### src/rtl/rename_dispatch_pkg.sv
// Shared widths, tag type and renamed-instruction payload for the rename/dispatch stage.
package rename_dispatch_pkg;

    localparam int unsigned ARCH_REGS = 32;
    localparam int unsigned PHYS_REGS = 64;
    localparam int unsigned TAG_W     = 6;
    localparam int unsigned FL_DEPTH  = PHYS_REGS - ARCH_REGS;
    localparam int unsigned AREG_W    = $clog2(ARCH_REGS);
    localparam int unsigned FL_PTR_W  = $clog2(FL_DEPTH);
    localparam int unsigned FL_CNT_W  = FL_PTR_W + 1;

    typedef logic [TAG_W-1:0] tag_t;

    localparam tag_t ZERO_TAG = '0;

    typedef struct packed {
        tag_t prs1;
        tag_t prs2;
        tag_t prd;
    } renamed_t;

endpackage

### src/rtl/rename_dispatch_free_list.sv
// Free physical-tag ring: preloaded with the non-architectural tags, recycles committed old destinations.
module free_list_fifo
    import rename_dispatch_pkg::*;
(
    input  logic                clk,
    input  logic                reset_n,
    input  logic                pop,
    input  logic                push,
    input  tag_t                push_tag,
    output tag_t                head_tag_c,
    output logic [FL_CNT_W-1:0] count,
    output logic                overflow
);

    tag_t                ring [FL_DEPTH];
    logic [FL_PTR_W-1:0] rd_ptr;
    logic [FL_PTR_W-1:0] wr_ptr;
    logic                full_c;
    logic                push_valid_c;
    logic                push_ok_c;
    logic                drop_c;

    assign head_tag_c   = ring[rd_ptr];
    assign full_c       = (count == FL_CNT_W'(FL_DEPTH));
    assign push_valid_c = push && (push_tag != ZERO_TAG);
    // A pop in the same cycle makes room, so a push at full is only dropped without one.
    assign push_ok_c    = push_valid_c && (!full_c || pop);
    assign drop_c       = push_valid_c && full_c && !pop;

    always_ff @(posedge clk or negedge reset_n) begin
        if (!reset_n) begin
            for (int unsigned i = 0; i < FL_DEPTH; i++) begin
                ring[i] <= TAG_W'(ARCH_REGS + i);
            end
            rd_ptr   <= '0;
            wr_ptr   <= '0;
            count    <= FL_CNT_W'(FL_DEPTH);
            overflow <= 1'b0;
        end else begin
            if (pop) begin
                rd_ptr <= rd_ptr + FL_PTR_W'(1);
            end
            if (push_ok_c) begin
                ring[wr_ptr] <= push_tag;
                wr_ptr       <= wr_ptr + FL_PTR_W'(1);
            end
            case ({pop, push_ok_c})
                2'b10:   count <= count - FL_CNT_W'(1);
                2'b01:   count <= count + FL_CNT_W'(1);
                default: count <= count;
            endcase
            if (drop_c) begin
                overflow <= 1'b1;
            end
        end
    end

endmodule

### src/rtl/rename_dispatch.sv
// Register rename and dispatch: map table lookup, free-list allocation, ROB request and issue register.
module rename_dispatch
    import rename_dispatch_pkg::*;
(
    input  logic              clk,
    input  logic              reset_n,
    input  logic              in_valid,
    output logic              in_ready,
    input  logic [AREG_W-1:0] in_rd,
    input  logic [AREG_W-1:0] in_rs1,
    input  logic [AREG_W-1:0] in_rs2,
    input  logic              in_writes_rd,
    output logic              rob_alloc_valid,
    output tag_t              rob_alloc_dest,
    output tag_t              rob_alloc_oldDest,
    input  logic              rob_alloc_ready,
    input  logic              free_valid,
    input  tag_t              free_tag,
    output logic              out_valid,
    input  logic              out_ready,
    output tag_t              out_prs1,
    output tag_t              out_prs2,
    output tag_t              out_prd,
    output logic              fl_overflow
);

    tag_t                map_q [ARCH_REGS];
    renamed_t            out_q;
    logic                out_valid_q;
    renamed_t            renamed_c;
    logic [FL_CNT_W-1:0] fl_count;
    tag_t                fl_head_c;
    logic                needs_dest_c;
    logic                fire_c;
    logic                alloc_c;

    assign needs_dest_c = in_writes_rd && (in_rd != AREG_W'(0));
    assign in_ready     = rob_alloc_ready && (!out_valid_q || out_ready)
                          && (!needs_dest_c || (fl_count != '0));
    assign fire_c       = in_valid && in_ready;
    assign alloc_c      = fire_c && needs_dest_c;

    assign rob_alloc_valid   = fire_c;
    assign rob_alloc_dest    = alloc_c ? fl_head_c : ZERO_TAG;
    assign rob_alloc_oldDest = alloc_c ? map_q[in_rd] : ZERO_TAG;

    // Sources see the map before this cycle's rd update, so rs == rd yields the old tag.
    always_comb begin
        renamed_c      = '0;
        renamed_c.prs1 = map_q[in_rs1];
        renamed_c.prs2 = map_q[in_rs2];
        renamed_c.prd  = rob_alloc_dest;
    end

    free_list_fifo u_free_list (
        .clk        (clk),
        .reset_n    (reset_n),
        .pop        (alloc_c),
        .push       (free_valid),
        .push_tag   (free_tag),
        .head_tag_c (fl_head_c),
        .count      (fl_count),
        .overflow   (fl_overflow)
    );

    // Identity map at reset; x0 is never written because rd == 0 never allocates.
    always_ff @(posedge clk or negedge reset_n) begin
        if (!reset_n) begin
            for (int unsigned i = 0; i < ARCH_REGS; i++) begin
                map_q[i] <= TAG_W'(i);
            end
        end else if (alloc_c) begin
            map_q[in_rd] <= fl_head_c;
        end
    end

    always_ff @(posedge clk or negedge reset_n) begin
        if (!reset_n) begin
            out_valid_q <= 1'b0;
            out_q       <= '0;
        end else if (fire_c) begin
            out_valid_q <= 1'b1;
            out_q       <= renamed_c;
        end else if (out_ready) begin
            out_valid_q <= 1'b0;
        end
    end

    assign out_valid = out_valid_q;
    assign out_prs1  = out_q.prs1;
    assign out_prs2  = out_q.prs2;
    assign out_prd   = out_q.prd;

endmodule

### config.mk
export PLATFORM = sky130hd
export DESIGN_NAME = rename_dispatch
export DESIGN_NICKNAME = d
export VERILOG_FILES = /design/src/rtl/rename_dispatch_pkg.sv /design/src/rtl/rename_dispatch_free_list.sv /design/src/rtl/rename_dispatch.sv
export SDC_FILE = /design/constraint.sdc
export NUM_CORES = 1
export LEC_CHECK = 0
export CAP_MARGIN = 20
export CORE_ASPECT_RATIO = 2
export CORE_UTILIZATION = 45
export DETAILED_ROUTE_END_ITERATION = 8
export GPL_ROUTABILITY_DRIVEN = 0
export HOLD_SLACK_MARGIN = 0.15
export SETUP_SLACK_MARGIN = 0.15
export SLEW_MARGIN = 20
export SYNTH_ARGS = -nofsm -noshare
export SYNTH_HDL_FRONTEND = slang
export SYNTH_SLANG_ARGS = --single-unit
### constraint.sdc
create_clock -name clk -period 3.3 [get_ports clk]
set_input_delay 0.66 -clock clk [delete_from_list [all_inputs] [get_ports clk]]
set_output_delay 0.66 -clock clk [all_outputs]
set_load 0.01 [all_outputs]
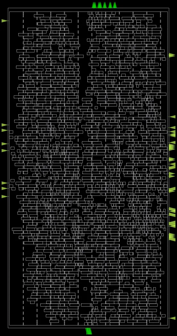
placement.png
sequential cell area share: 39.43%
non-filler instance count after layout: 2452
Flops: 420
area of the placeable core: 50220 sq um

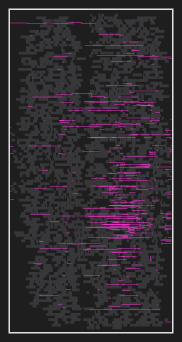
layer_met3.png
Drawn at 1 px/um.
share of all routed wire: 4.8%
longest straight run: 70.2 um

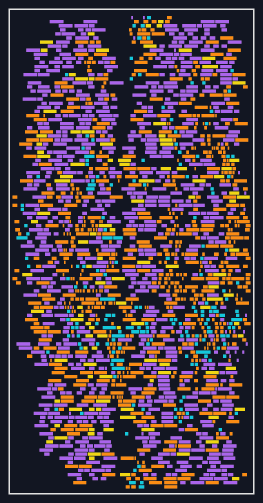
sizes.png
Drawn at 1.5 px/um.
| color | size | cells | share | most used |
|---|---|---|---|---|
| purple | _2 cells | 821 | 46% | mux2_2 |
| yellow | _6 and larger | 111 | 6.2% | clkbuf_16 |
| cyan | _3 and _4 cells | 169 | 9.4% | buf_4 |
| orange | _0 and _1 cells | 702 | 39% | dfrtp_1 |

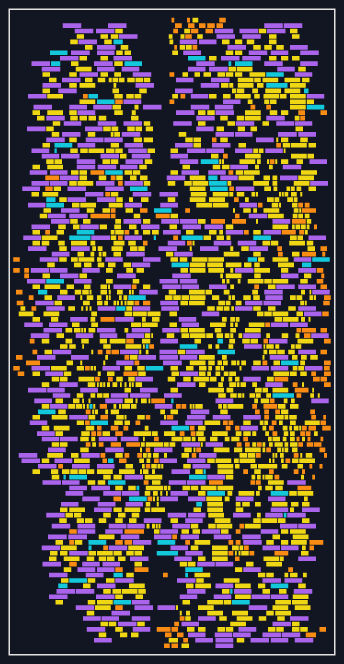
placement_by_type.png
Drawn at 2 px/um.
| color | class | cells |
|---|---|---|
| purple | flops | 420 |
| cyan | clock drivers and dummy loads | 74 |
| orange | other buffers and delay cells | 248 |
| yellow | combinational and other logic | 1061 |

==> results.rst <==
Implementation results
======================

.. list-table::
   :header-rows: 1

   * - Metric
     - Value
   * - First-pass GRT wire length
     - 110.2 mm
   * - Simple-gate portion of the synthesized area
     - 5.943%
   * - First DRT Iteration DRCs
     - 998
   * - Power density over the cells
     - 802.2 nW/um^2
   * - Final tally of hold violations
     - 0
   * - Met1 GRT Util
     - 28.60%
   * - Layout Nets
     - 1810
   * - Sum of routed wire length over all layers
     - 74.52 mm
   * - Internal power contribution
     - 14260 uW
   * - Post-synthesis area per instance
     - 14.11 sq um
   * - Buffer levels on the longest clock path
     - 3
   * - Synth top area share
     - 24.66%
   * - CTS root buf
     - clkbuf_16
   * - AND-OR/OR-AND Cells, Area Fraction
     - 5.486%
   * - Worst Slack Setup Final
     - -0.04669 ns
   * - Combinational group power
     - 8410 uW
   * - Run status
     - finished with violations
   * - Number of global-route vias before repair
     - 16230
   * - Slowest Stage Delay on Critical Path
     - 0.55 ns
   * - Clock share of power
     - 23.2%
   * - Combinational family with the most area after synthesis
     - multiplexers
   * - Worst path bufs/invs
     - 4
   * - Logic share of the area
     - 43.50%
   * - Number of buffers created by CTS
     - 40
   * - Critical path startpoint category
     - register
   * - Average detailed-routed wire length per instance
     - 30.39 um
   * - Violations in the final reports
     - setup timing
   * - Flop+latch power
     - 8420 uW
   * - Number of endpoints failing setup at the final stage
     - 4
   * - Leakage power figure
     - 0.01137 uW
## cell usage after synthesis, types with 26 or more instances
cell type  count
a22oi_1       31
buf_2         43
clkbuf_1      77
dfrtp_1      227
dfstp_2      193
mux2_2       377
mux2i_1       71
mux4_2       157
nand2_1       56
nor2_1        30
nor3_2        26
o22ai_1       42
## stage by stage
stage	hold WS, ns	cells	instance area [sq um]	TNS (ns)
global route	0.4309	2452	27290	-0.3905
global placement	0.3966	2347	25300	-7.880
floorplan	0.3644	1632	23140	-0.1031
CTS	0.4174	2447	27150	-0.2839
finish	0.4176	2452	27290	-0.1157
detailed placement	0.4024	2347	25300	-11.67
## repair_timing
item                       CTS  global route
pin swaps                   26            18
resized                    109            22
hold buffers                 1             0
setup endpoints to repair   14            12
hold endpoints to repair    31             0
cloned                       2             1
buffers inserted            23             4
Power figures rest on the tool's default switching activity, not on a simulated workload.
